**Sequential cells grouped by signal name**

(3 px per um) Other sequential cells in the stronger grey, the rest of the logic in the fainter grey.
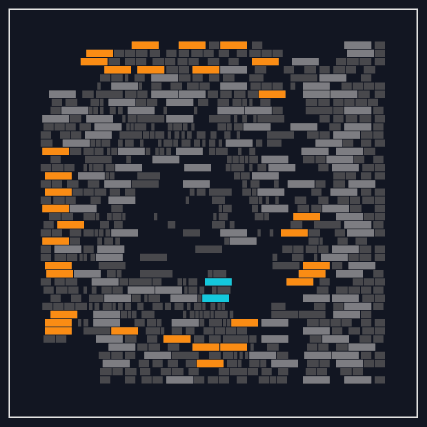
**Clock nets**

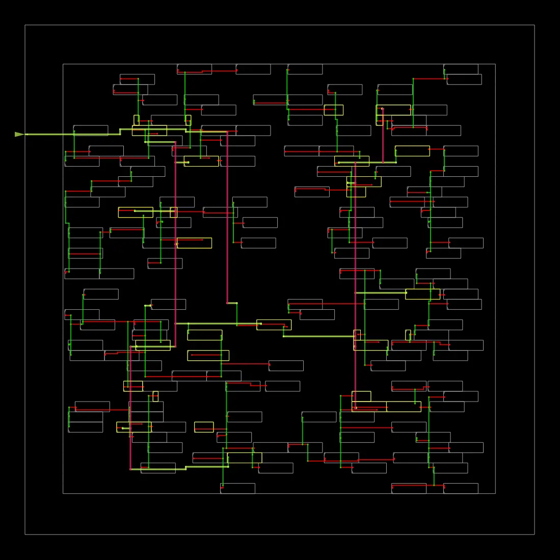
**Signal metal coverage by tile**

(3 px per um) 27 x 27 tiles, from black (low) to pale yellow (high), scaled to the fullest tile. Values are wire area over tile area, all layers added.
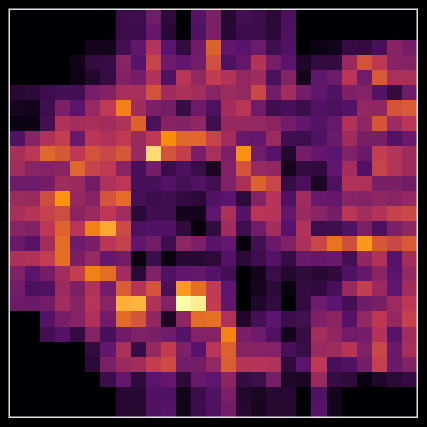
**The metal 3 layer**

(3 px per um)
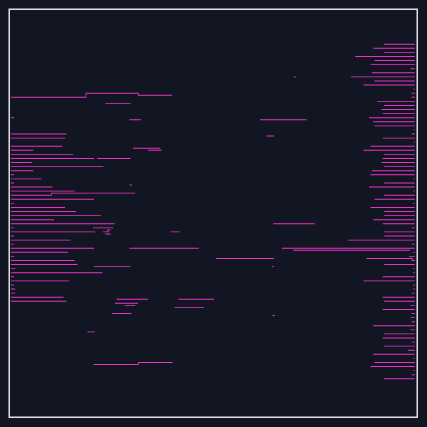
**Cells by drive strength**

(3 px per um)
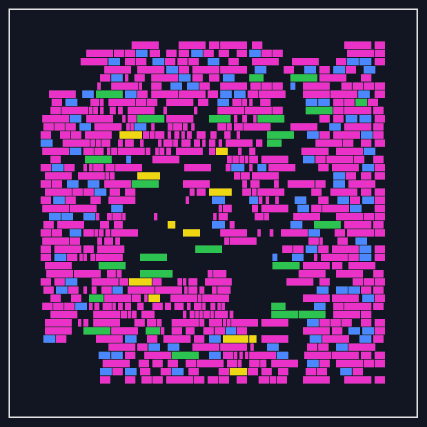
File: src/rtl/pc_fetch_ctrl_pkg.sv
// Shared definitions for the instruction fetch controller: widths, reset PC,
// fetch state encoding and a small alignment helper.
package pc_fetch_ctrl_pkg;

    localparam int              XLEN        = 32;
    localparam logic [XLEN-1:0] RESET_PC    = 32'h0000_0000;
    localparam int              INSTR_BYTES = 4;

    typedef enum logic [1:0] {
        BOOT = 2'd0,
        REQ  = 2'd1,
        WAIT = 2'd2,
        OUT  = 2'd3
    } fetch_state_e;

    function automatic logic is_aligned(input logic [1:0] addr_lsb);
        return addr_lsb == 2'b00;
    endfunction

endpackage

File: src/rtl/pc_fetch_ctrl_if.sv
// Fetch-side buses: instruction-memory request/response and the decode output.
// master = fetch controller, slave = memory + decode.
interface pc_fetch_ctrl_if
    import pc_fetch_ctrl_pkg::*;
#(
    parameter int XLEN = pc_fetch_ctrl_pkg::XLEN
) ();

    logic            imem_req_valid;
    logic [XLEN-1:0] imem_req_addr;
    logic            imem_req_ready;
    logic            imem_rsp_valid;
    logic [XLEN-1:0] imem_rsp_data;
    logic            if_valid;
    logic [XLEN-1:0] if_instr;
    logic [XLEN-1:0] if_pc;
    logic            if_ready;

    modport master (
        output imem_req_valid, imem_req_addr, if_valid, if_instr, if_pc,
        input  imem_req_ready, imem_rsp_valid, imem_rsp_data, if_ready
    );

    modport slave (
        input  imem_req_valid, imem_req_addr, if_valid, if_instr, if_pc,
        output imem_req_ready, imem_rsp_valid, imem_rsp_data, if_ready
    );

endinterface

File: src/rtl/pc_fetch_ctrl_pc_reg.sv
// Program counter register: a redirect load wins over the sequential increment.
module pc_fetch_ctrl_pc_reg
    import pc_fetch_ctrl_pkg::*;
#(
    parameter int              XLEN     = pc_fetch_ctrl_pkg::XLEN,
    parameter logic [XLEN-1:0] RESET_PC = pc_fetch_ctrl_pkg::RESET_PC
) (
    input  logic            clk,
    input  logic            rst_n,
    input  logic            load_i,
    input  logic [XLEN-1:0] load_val_i,
    input  logic            inc_i,
    output logic [XLEN-1:0] pc_o
);

    logic [XLEN-1:0] pc_q;
    logic [XLEN-1:0] pc_d;

    always_comb begin
        // NOTE: default first so every path assigns pc_d and no latch is inferred.
        pc_d = pc_q;
        if (load_i) begin
            pc_d = load_val_i;
        end else if (inc_i) begin
            pc_d = pc_q + XLEN'(INSTR_BYTES);
        end
    end

    // NOTE: non-blocking assignments so every flop samples pre-edge values.
    always_ff @(posedge clk or negedge rst_n) begin
        if (!rst_n) begin
            pc_q <= RESET_PC;
        end else begin
            pc_q <= pc_d;
        end
    end

    assign pc_o = pc_q;

endmodule

File: src/rtl/pc_fetch_ctrl.sv
// Fetch controller: one outstanding instruction fetch at a time, redirect
// handling with response discard, and a held output register toward decode.
module pc_fetch_ctrl
    import pc_fetch_ctrl_pkg::*;
#(
    parameter int              XLEN     = pc_fetch_ctrl_pkg::XLEN,
    parameter logic [XLEN-1:0] RESET_PC = pc_fetch_ctrl_pkg::RESET_PC
) (
    input  logic                   clk,
    input  logic                   rst_n,
    input  logic                   redirect_valid,
    input  logic [XLEN-1:0]        redirect_target,
    pc_fetch_ctrl_if.master        bus,
    output logic                   misalign_err,
    output logic [XLEN-1:0]        err_addr
);

    fetch_state_e    state_q;
    logic            discard_q;
    logic            if_valid_q;
    logic [XLEN-1:0] if_instr_q;
    logic [XLEN-1:0] if_pc_q;
    logic            misalign_err_q;
    logic [XLEN-1:0] err_addr_q;
    logic [XLEN-1:0] pc;

    logic redir_aligned;
    logic redir_take;
    logic redir_bad;
    logic rsp_accept;

    assign redir_aligned = is_aligned(redirect_target[1:0]);
    assign redir_take    = redirect_valid && redir_aligned && (state_q != BOOT);
    assign redir_bad     = redirect_valid && !redir_aligned;
    assign rsp_accept    = (state_q == WAIT) && bus.imem_rsp_valid && !discard_q;

    pc_fetch_ctrl_pc_reg #(
        .XLEN     (XLEN),
        .RESET_PC (RESET_PC)
    ) u_pc_reg (
        .clk        (clk),
        .rst_n      (rst_n),
        .load_i     (redir_take),
        .load_val_i (redirect_target),
        .inc_i      (rsp_accept),
        .pc_o       (pc)
    );

    always_ff @(posedge clk or negedge rst_n) begin
        if (!rst_n) begin
            state_q        <= BOOT;
            discard_q      <= 1'b0;
            if_valid_q     <= 1'b0;
            if_instr_q     <= '0;
            if_pc_q        <= '0;
            misalign_err_q <= 1'b0;
            err_addr_q     <= '0;
        end else begin
            misalign_err_q <= redir_bad;
            if (redir_bad) begin
                err_addr_q <= redirect_target;
            end
            case (state_q)
                BOOT: state_q <= REQ;
                REQ: begin
                    // A redirect racing the handshake lets the old fetch finish, then drops its word.
                    if (bus.imem_req_ready) begin
                        state_q   <= WAIT;
                        discard_q <= redir_take;
                    end
                end
                WAIT: begin
                    if (bus.imem_rsp_valid) begin
                        if (discard_q || redir_take) begin
                            discard_q <= 1'b0;
                            state_q   <= REQ;
                        end else begin
                            if_instr_q <= bus.imem_rsp_data;
                            if_pc_q    <= pc;
                            if_valid_q <= 1'b1;
                            state_q    <= OUT;
                        end
                    end else if (redir_take) begin
                        discard_q <= 1'b1;
                    end
                end
                OUT: begin
                    if (redir_take || bus.if_ready) begin
                        if_valid_q <= 1'b0;
                        state_q    <= REQ;
                    end
                end
            endcase
        end
    end

    assign bus.imem_req_valid = (state_q == REQ);
    assign bus.imem_req_addr  = pc;
    assign bus.if_valid       = if_valid_q;
    assign bus.if_instr       = if_instr_q;
    assign bus.if_pc          = if_pc_q;
    assign misalign_err       = misalign_err_q;
    assign err_addr           = err_addr_q;

endmodule

File: src/flat_wrapper.sv
// flat-port wrapper written by rule: the top's interface ports become plain ports
module pc_fetch_ctrl_flat import pc_fetch_ctrl_pkg::*;
#(
    parameter int              XLEN     = pc_fetch_ctrl_pkg::XLEN,
    parameter logic [XLEN-1:0] RESET_PC = pc_fetch_ctrl_pkg::RESET_PC
)
  (clk, rst_n, redirect_valid, redirect_target, misalign_err, err_addr, bus_imem_req_valid, bus_imem_req_addr, bus_if_valid, bus_if_instr, bus_if_pc, bus_imem_req_ready, bus_imem_rsp_valid, bus_imem_rsp_data, bus_if_ready);
  pc_fetch_ctrl_if #(.XLEN(XLEN)) bus_i ();
  input  logic clk;
  input  logic rst_n;
  input  logic redirect_valid;
  input  logic [XLEN-1:0] redirect_target;
  output logic misalign_err;
  output logic [XLEN-1:0] err_addr;
  output wire logic [$bits(bus_i.imem_req_valid)-1:0] bus_imem_req_valid;
  output wire logic [$bits(bus_i.imem_req_addr)-1:0] bus_imem_req_addr;
  output wire logic [$bits(bus_i.if_valid)-1:0] bus_if_valid;
  output wire logic [$bits(bus_i.if_instr)-1:0] bus_if_instr;
  output wire logic [$bits(bus_i.if_pc)-1:0] bus_if_pc;
  input wire logic [$bits(bus_i.imem_req_ready)-1:0] bus_imem_req_ready;
  input wire logic [$bits(bus_i.imem_rsp_valid)-1:0] bus_imem_rsp_valid;
  input wire logic [$bits(bus_i.imem_rsp_data)-1:0] bus_imem_rsp_data;
  input wire logic [$bits(bus_i.if_ready)-1:0] bus_if_ready;
  assign bus_imem_req_valid = bus_i.imem_req_valid;
  assign bus_imem_req_addr = bus_i.imem_req_addr;
  assign bus_if_valid = bus_i.if_valid;
  assign bus_if_instr = bus_i.if_instr;
  assign bus_if_pc = bus_i.if_pc;
  assign bus_i.imem_req_ready = bus_imem_req_ready;
  assign bus_i.imem_rsp_valid = bus_imem_rsp_valid;
  assign bus_i.imem_rsp_data = bus_imem_rsp_data;
  assign bus_i.if_ready = bus_if_ready;
  pc_fetch_ctrl #(.XLEN(XLEN), .RESET_PC(RESET_PC)) u_core (.clk(clk), .rst_n(rst_n), .redirect_valid(redirect_valid), .redirect_target(redirect_target), .bus(bus_i), .misalign_err(misalign_err), .err_addr(err_addr));
endmodule
File: config.mk
export PLATFORM = sky130hd
export DESIGN_NAME = pc_fetch_ctrl_flat
export DESIGN_NICKNAME = d
export VERILOG_FILES = /design/src/rtl/pc_fetch_ctrl_pkg.sv /design/src/rtl/pc_fetch_ctrl_if.sv /design/src/rtl/pc_fetch_ctrl_pc_reg.sv /design/src/rtl/pc_fetch_ctrl.sv /design/src/flat_wrapper.sv
export SDC_FILE = /design/constraint.sdc
export NUM_CORES = 1
export LEC_CHECK = 0
export CORE_MARGIN = 10
export CORE_UTILIZATION = 43
export CTS_CLUSTER_SIZE = 20
export DETAILED_ROUTE_END_ITERATION = 8
export PLACE_DENSITY = 0.84
export SKIP_LAST_GASP = 1
export SLEW_MARGIN = 10
export SYNTH_ARGS = -nofsm -noshare
export SYNTH_HDL_FRONTEND = slang
export SYNTH_SLANG_ARGS = --single-unit
File: constraint.sdc
create_clock -name clk -period 5.37 [get_ports clk]
set_input_delay 0.8055 -clock clk [delete_from_list [all_inputs] [get_ports clk]]
set_output_delay 0.8055 -clock clk [all_outputs]
set_load 0.005 [all_outputs]
==> deck_impl_summary.md <==
Implementation Results

Run status
  • Outcome: completed

Placed design
  • RD Place Congestion: 0.828

Final timing
  • RSZ-0062 raised after global routing: no
  • Final min period: 3190 ps
  • Hold_ws: 447 ps

GRT
  • Met1 Use GR: 20.2%
  • GR Util met2: 28.1%
  • First-pass GRT wire length: 24.8 mm
  • Pin count of the biggest net entering global routing: 85
  • GRT overflow: 0

CTS
  • CTS Root Cell: clkbuf_16
  • CTS resizes: 0
  • TritonCTS clock tree: yes
  • Reg clk slew, reported paths: 50 ps

Setup path
  • CP top delay family: buffers and inverters
  • Worst setup SP type: primary input
  • Worst endpoint required time: 5660 ps
  • CP max stage delay: 870 ps

Floorplanning
  • Die width: 136 um
  • # IOs: 201
  • Core Area: 13100 um2

Power
  • Sw Ratio: 28.5%
  • Sequential cell fraction of total power: 39.9%
  • Switch Pwr: 1220 uW
  • Clk pwr share: 25.2%
  • Top power group: registers

Cells and area
  • Diodes inserted: 0
  • Comb gates: 282
  • Layout cell share with drive strength beyond 1: 21.3%
  • Non-clock inverter count: 9
  • Top class by area: registers
  • Data buffer area share: 24.1%

Synthesis
  • Mapped Avg Cell Area: 12.9 um2
  • # Cells Yosys: 446
  • Net Count, Synth: 521
  • Post-synth top cells: 133 x dfrtp_1, 94 x mux2_2, 49 x nand2_1
  • Count leader, synth: dfrtp_1

Route
  • First DRT Iteration DRCs: 161
  • Post-route ant nets: 0
  • Met3 WL: 1.65 mm

Flow run
  • Max cap viols: 0
-- 'sequential cells grouped by signal name' (at the start) --
[orange] `u_core.err_addr` | flops: 32
[cyan] `u_core.state_q` | flops: 2
not coloured: 99

-- 'clock nets' (at the start) --
Clock Buffer Count: 26
Clock group: 1080 uW
worst clock skew: 6.04 ps
CTS Buf Count: 17
Seq cells: 133

-- 'signal metal coverage by tile' (at the start) --
fullest tile: 0.50
densest ninth of the die: west
nearly empty tiles: 13%
tiles over half the peak: 12%
mean over tiles: 0.14

-- 'the metal 3 layer' (at the start) --
longest straight run: 43.9 um
nets with wire on the layer: 138
share of all routed wire: 10%
main direction: horizontal
wire length on this layer: 1650 um
vias after detailed routing: 4257
M3 GR Usage: 7.49%
Post-Route WL: 15.9 mm

-- 'cells by drive strength' (at the start) --
[blue] x2 | cells: 104
[green] x6 and larger | cells: 25
[magenta] x1 and smaller | cells: 517
[yellow] x3 and x4 | cells: 11

[cells by family after synthesis]
| logic type | share of synthesized area, % |
|---|---|
| AND/OR/NAND/NOR | 11.3 |
| buffers and inverters | 2.33 |
| adder cells (fa/ha/maj) | 1.09 |
| AND-OR/OR-AND | 4.19 |
| multiplexers | 18.6 |
| flip-flops | 58.0 |
| XOR/XNOR | 4.43 |
[path summary, 6_finish.rpt]
check                                   startpoint                  endpoint  slack (ps)  depth (start not counted)
worst max-delay path                redirect_valid       u_core.bus.if_pc[5]        2180                          6
worst min-delay path                         rst_n  u_core.u_pc_reg.pc_o[25]         450                          1
worst max register to register   u_core.state_q[0]       u_core.bus.if_pc[5]        2520                          7
worst min register to register  u_core.err_addr[1]        u_core.err_addr[1]         500                          2
max in group asynchronous                    rst_n      u_core.bus.if_pc[27]        3750                          2
min in group clk                u_core.err_addr[1]        u_core.err_addr[1]         500                          2
[cells in the final DEF (no fill, tap or decap), types with 2 or more instances in the layout]
cell type | netlist | routed
xnor2_1 | 21 | 21
inv_1 | 9 | 9
o21ai_2 | 2 | 2
nor4_1 | 3 | 3
nand3_1 | 8 | 8
clkbuf_16 | 0 | 17
nand4_1 | 8 | 8
o21ai_0 | 25 | 25
a21oi_1 | 3 | 3
clkbuf_8 | 0 | 5
nor2_1 | 11 | 11
ha_1 | 5 | 5
nand2_1 | 49 | 49
nor4_2 | 3 | 3
dfrtp_1 | 133 | 133
mux2_2 | 94 | 94
and2_1 | 4 | 4
buf_4 | 1 | 2
and3_1 | 3 | 3
nand4_4 | 3 | 3
xor2_1 | 8 | 8
clkbuf_1 | 9 | 4
and4_1 | 2 | 2
or3_4 | 2 | 2
clkinv_2 | 0 | 3
nor3_1 | 5 | 5
clkdlybuf4s50_1 | 0 | 199
o21ai_1 | 8 | 7
No activity file was given, so power comes from the tool's default toggle rates.
